flops_by_reg.png
Scale: 3 px per um. Other sequential cells in the stronger grey, the rest of the logic in the fainter grey.
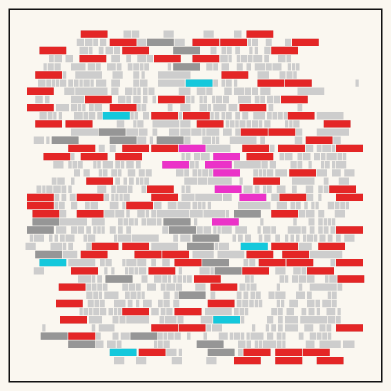
io_fan.png
Scale: 3 px per um.
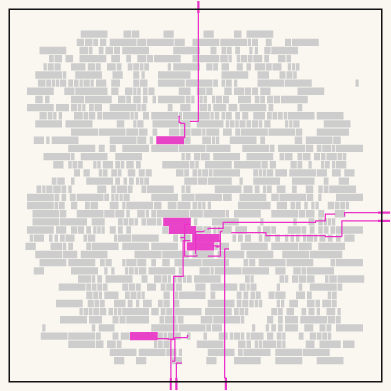
**src/rtl/leitor_botoes.sv**
```systemverilog
// rtl/leitor_botoes.sv - debounced push-button reader producing one-cycle press pulses
//
// Purpose:
//   Samples the raw, bouncing puzzle buttons and turns each physical press into
//   exactly one registered pulse on botoes. It also keeps a saturating count of
//   the pulses it has emitted.
//
// Ports:
//   clk          main clock
//   rst          asynchronous active-low reset
//   botoes_raw   raw button pins, asynchronous to clk
//   habilitar    1 = presses generate pulses, 0 = events are discarded
//   botoes       one-cycle press pulses
//   pressionados debounced level per button, 1 = held
//   movimentos   number of pulses emitted, saturating at 255
//   pendente     a press is queued but not yet emitted
//
// Build option:
//   SERIAL_PULSOS_EN - serialise pulses so at most one botoes bit is high per
//                      cycle, lowest index first. When undefined, every
//                      qualifying bit pulses at once and pendente is 0.
module leitor_botoes #(
    parameter int N_BOTOES        = 6,
    parameter int DEBOUNCE_CICLOS = 50000,
    parameter bit ATIVO_BAIXO     = 1'b1
) (
    input  logic                clk,
    input  logic                rst,
    input  logic [N_BOTOES-1:0] botoes_raw,
    input  logic                habilitar,
    output logic [N_BOTOES-1:0] botoes,
    output logic [N_BOTOES-1:0] pressionados,
    output logic [7:0]          movimentos,
    output logic                pendente
);

    localparam int            CW      = $clog2(DEBOUNCE_CICLOS + 1);
    localparam logic [CW-1:0] CNT_MAX = CW'(DEBOUNCE_CICLOS);
    localparam logic [CW-1:0] CNT_UM  = CW'(1);

    typedef enum logic [1:0] {
        SOLTO        = 2'd0,
        CONF_PRESSAO = 2'd1,
        PRESSIONADO  = 2'd2,
        CONF_SOLTURA = 2'd3
    } estado_t;

    logic [N_BOTOES-1:0] raw_norm;
    logic [N_BOTOES-1:0] sync1;
    logic [N_BOTOES-1:0] s;
    logic [N_BOTOES-1:0] evento;

    // After normalisation 1 always means "pressed", so clearing the
    // synchronizers to 0 makes a button held through reset look like a new press.
    assign raw_norm = ATIVO_BAIXO ? ~botoes_raw : botoes_raw;

    always_ff @(posedge clk or negedge rst) begin
        if (!rst) begin
            sync1 <= '0;
            s     <= '0;
        end else begin
            sync1 <= raw_norm;
            s     <= sync1;
        end
    end

    genvar i;
    generate
        for (i = 0; i < N_BOTOES; i++) begin : g_btn
            estado_t       estado, prox_estado;
            logic [CW-1:0] cnt, prox_cnt;
            logic          nivel, ev;

            always_ff @(posedge clk or negedge rst) begin
                if (!rst) begin
                    estado <= SOLTO;
                    cnt    <= '0;
                end else begin
                    estado <= prox_estado;
                    cnt    <= prox_cnt;
                end
            end

            always_comb begin
                prox_estado = estado;
                prox_cnt    = cnt;
                case (estado)
                    SOLTO: begin
                        if (s[i]) begin
                            prox_estado = CONF_PRESSAO;
                            prox_cnt    = CNT_UM;
                        end
                    end
                    CONF_PRESSAO: begin
                        if (!s[i]) begin
                            prox_estado = SOLTO;
                            prox_cnt    = '0;
                        end else if (cnt == CNT_MAX) begin
                            prox_estado = PRESSIONADO;
                            prox_cnt    = '0;
                        end else begin
                            prox_cnt = cnt + CNT_UM;
                        end
                    end
                    PRESSIONADO: begin
                        if (!s[i]) begin
                            prox_estado = CONF_SOLTURA;
                            prox_cnt    = CNT_UM;
                        end
                    end
                    CONF_SOLTURA: begin
                        if (s[i]) begin
                            prox_estado = PRESSIONADO;
                            prox_cnt    = '0;
                        end else if (cnt == CNT_MAX) begin
                            prox_estado = SOLTO;
                            prox_cnt    = '0;
                        end else begin
                            prox_cnt = cnt + CNT_UM;
                        end
                    end
                    default: begin
                        prox_estado = SOLTO;
                        prox_cnt    = '0;
                    end
                endcase
            end

            always_comb begin
                nivel = (estado == PRESSIONADO) || (estado == CONF_SOLTURA);
                ev    = (estado == CONF_PRESSAO) && s[i] && (cnt == CNT_MAX);
            end

            assign pressionados[i] = nivel;
            assign evento[i]       = ev;
        end
    endgenerate

`ifdef SERIAL_PULSOS_EN
    logic [N_BOTOES-1:0] pend;
    logic [N_BOTOES-1:0] combinado;
    logic [N_BOTOES-1:0] concessao;

    // A fresh event joins the pending set in the same cycle, so the lowest
    // requester is emitted with no extra delay; x & -x isolates the lowest set bit.
    assign combinado = pend | evento;
    assign concessao = combinado & (-combinado);

    always_ff @(posedge clk or negedge rst) begin
        if (!rst) begin
            pend   <= '0;
            botoes <= '0;
        end else if (!habilitar) begin
            pend   <= '0;
            botoes <= '0;
        end else begin
            pend   <= combinado & ~concessao;
            botoes <= concessao;
        end
    end

    assign pendente = |pend;
`else
    always_ff @(posedge clk or negedge rst) begin
        if (!rst) begin
            botoes <= '0;
        end else begin
            botoes <= habilitar ? evento : '0;
        end
    end

    assign pendente = 1'b0;
`endif

    logic [8:0] qtd;
    logic [8:0] soma;

    always_comb begin
        qtd = '0;
        for (int k = 0; k < N_BOTOES; k++) begin
            qtd = qtd + 9'(botoes[k]);
        end
        soma = {1'b0, movimentos} + qtd;
    end

    always_ff @(posedge clk or negedge rst) begin
        if (!rst) begin
            movimentos <= '0;
        end else if (soma > 9'd255) begin
            movimentos <= 8'd255;
        end else begin
            movimentos <= soma[7:0];
        end
    end

endmodule

```
**config.mk**
```make
export PLATFORM = sky130hd
export DESIGN_NAME = leitor_botoes
export DESIGN_NICKNAME = d
export VERILOG_FILES = /design/src/rtl/leitor_botoes.sv
export SDC_FILE = /design/constraint.sdc
export NUM_CORES = 1
export LEC_CHECK = 0
export CAP_MARGIN = 10
export CORE_MARGIN = 5
export CORE_UTILIZATION = 55
export CTS_CLUSTER_DIAMETER = 60
export DETAILED_ROUTE_END_ITERATION = 10
export HOLD_SLACK_MARGIN = 0.1
export PLACE_DENSITY = 0.73
export REMOVE_ABC_BUFFERS = 1
export SLEW_MARGIN = 25
export SYNTH_ARGS = -nofsm -noshare
export SYNTH_HDL_FRONTEND = slang
export SYNTH_SLANG_ARGS = --single-unit
```
**constraint.sdc**
```tcl
create_clock -name clk -period 3.2 [get_ports clk]
set_input_delay 0.64 -clock clk [delete_from_list [all_inputs] [get_ports clk]]
set_output_delay 0.64 -clock clk [all_outputs]
set_load 0.03 [all_outputs]
```
==> out/metrics.yaml <==
floorplan:
  rows: 41
  die_w_um: 124
  die_h_um: 124
  initCoreUtil_pct: 56.3
  io_pins: 30
layout:
  fin_nets: 812
  syn_to_final_growth_pct: 15.1
  drive_gt1_share_pct: 9.41
  final_cells: 969
global_routing:
  grt_pass1_wl_um: 26400
  grt_busiest_layer: "met2"
  antenna_found_initial: 0
  grt_pass1_vias: 5539
  use_met1_pct: 28.8
  grt_usage_pct: 21.7
yosys:
  topCellsByArea: "dfrtp_1 47%, nand2_1 5.0%, o21ai_0 3.6%"
  async_flop_share_pct: 100
  yosysWarningCount: 0
  synth_cell_types: 64
  synth_area_um2: 7110
  synth_top_cell_by_count: "dfrtp_1"
  synth_cells: 767
  synth_flops: 134
  synth_area_leader_cell: "dfrtp_1"
  edf_count: 0
  yosys_area_um2: 7110
  ys_cells: 767
  top_cells_by_count: "134 x dfrtp_1, 95 x nand2_1, 51 x o21ai_0"
routing:
  dr.first_iter.drc_count: 483
  viasPerCell: 5.95
  routed_wl_um: 15200
  first_pass_iters: 5
  wl_per_cell_um: 15.7
  route.detailed.drc: 0
  detail-route-antenna-nets: 0
  vias: 5766
final_timing:
  maxClockFrequency_ghz: 0.328
  setup_ws_ns: 0.150
  hold-worst-slack_ns: 0.213
  relSlewSlack_pct: 37.0
  period_minus_slack_ns: 3.05
power_and_ir_drop:
  finalPower_mw: 5.32
hold_path:
  min_path_type: "in -> async"
worst_setup_path:
  worstSetupEndpointType: "flop"
  cp_max_fo: 6
  cp_slowest_cell: "fa_1"
  cp_cell_sequence: "fa_1 > inv_1 > fa_1 > fa_2 > fa_2 > inv_1 > a21oi_1 > nor3b_2 > nand3_2 > nand2_1"
  critPathKind: "reg -> reg"
  cp.required_ns: 3.55
place:
  dp.cells: 937
  hpwl_um: 10200
  io_buffers: 28
  dp_slack_ns: -0.0384
clock_network:
  htreeDepth: 4
  root_buffer: "clkbuf_16"
  cts.clk_slew.worst_paths_ns: 0.06
  worstSkewPairLatency_ns: 0.42
  numCtsBuffers: 17
run_status:
  status: "complete, no violations"
-- flops_by_reg.png (at the start) --
Cyan is g_btn.estado, sequential cells 6. Magenta is movimentos, sequential cells 8, where centre. Red is g_btn.cnt, sequential cells 96, where widely spread.
Seq. pwr: 2.03 mW
final core utilization: 64.8%
Seq/total area: 41.0%
FF/Latch Area: 3350 um2

-- io_fan.png (at the start) --
Magenta is botoes, bits 6, direction output, edge 3 south, 2 east, 1 north, end cells 6, buffers 7, wire 337 um.

==> state kept, by name, summed over array words and instances, names as in the netlist, named ones only <==
name	cells
g_btn.cnt	96
movimentos	8
botoes	6
g_btn.estado	6
s	6
sync1	6
==> worst paths after layout <==
path                               endpoint  slack (ns)  cells past startpoint       from
max                           movimentos[0]        0.15                     10  botoes[0]
min                        g_btn[5].cnt[12]        0.21                      1        rst
max reg2reg                   movimentos[0]        0.15                     10  botoes[0]
min reg2reg                            s[2]        0.35                      0   sync1[2]
max in group asynchronous  g_btn[4].cnt[10]        2.24                      2        rst
min in group clk                       s[2]        0.35                      0   sync1[2]
==> final cells by class <==
cell class | instances | area, um2
Multi-Input combinational cell | 561 | 3460
Clock inverter | 13 | 226
Inverter | 38 | 143
Timing Repair Buffer | 32 | 324
Fill cell | 1024 | 4440
Tap cell | 172 | 215
Sequential cell | 134 | 3350
Clock buffer | 19 | 453
==> placed cells by master (no fill, tap or decap), drive strengths merged, types with 5 or more instances in the layout <==
cell	n
dfrtp	134
nand2	96
o21ai	51
a21oi	47
nor2	43
nand3	41
inv	38
a31oi	35
nor3	31
clkdlybuf4s50	27
a21o	22
clkbuf	19
or3	17
nand4	16
ha	15
or2	13
and4	12
nor4	11
xor2	10
and3	8
nor2b	7
clkinv	7
bufinv	6
mux2	6
nor4bb	5
nand4b	5
o211ai	5
a21boi	5
buf	5
==> report_power, final <==
| group | internal [mW] | total, mW | switching (mW) | leakage (nW) |
|---|---|---|---|---|
| sequential | 1.84 | 2.03 | 0.186 | 1.81 |
| clock | 1.50 | 2.23 | 0.734 | 0.337 |
| combinational | 0.371 | 1.06 | 0.693 | 1.44 |
==> stage by stage <==
stage	setup TNS, ns	instance area [um2]
after global routing	-0.0801	8180
after CTS	0	8170
after detailed placement	-0.146	7480
after floorplan	0	6940
after global placement	0	7480
final	0	8180
==> layer usage <==
metal,part of all wire (%),routed length (um),up-vias
met5,0,0,-
met3,3.9,598,20
met4,1.7,253,0
met2,50,7600,135
li1,-,-,2818
met1,44,6750,2793
==> cells by family after synthesis <==
group	Yosys count	share of synthesized area, %
AND-OR/OR-AND	189	16.3
XOR/XNOR	13	1.60
adder cells (fa/ha/maj)	19	3.77
buffers and inverters	72	4.35
flip-flops	134	47.2
multiplexers	8	1.29
other	1	0.0528
AND/OR/NAND/NOR	331	25.5
==> what timing repair did <==
action / 4_1_cts / 5_1_grt
resized: 1 / 3
setup endpoints to repair: 6 / 7
pin swaps: 0 / 2
setup buffers: 0 / 0
No activity file was given, so power comes from the tool's default toggle rates.
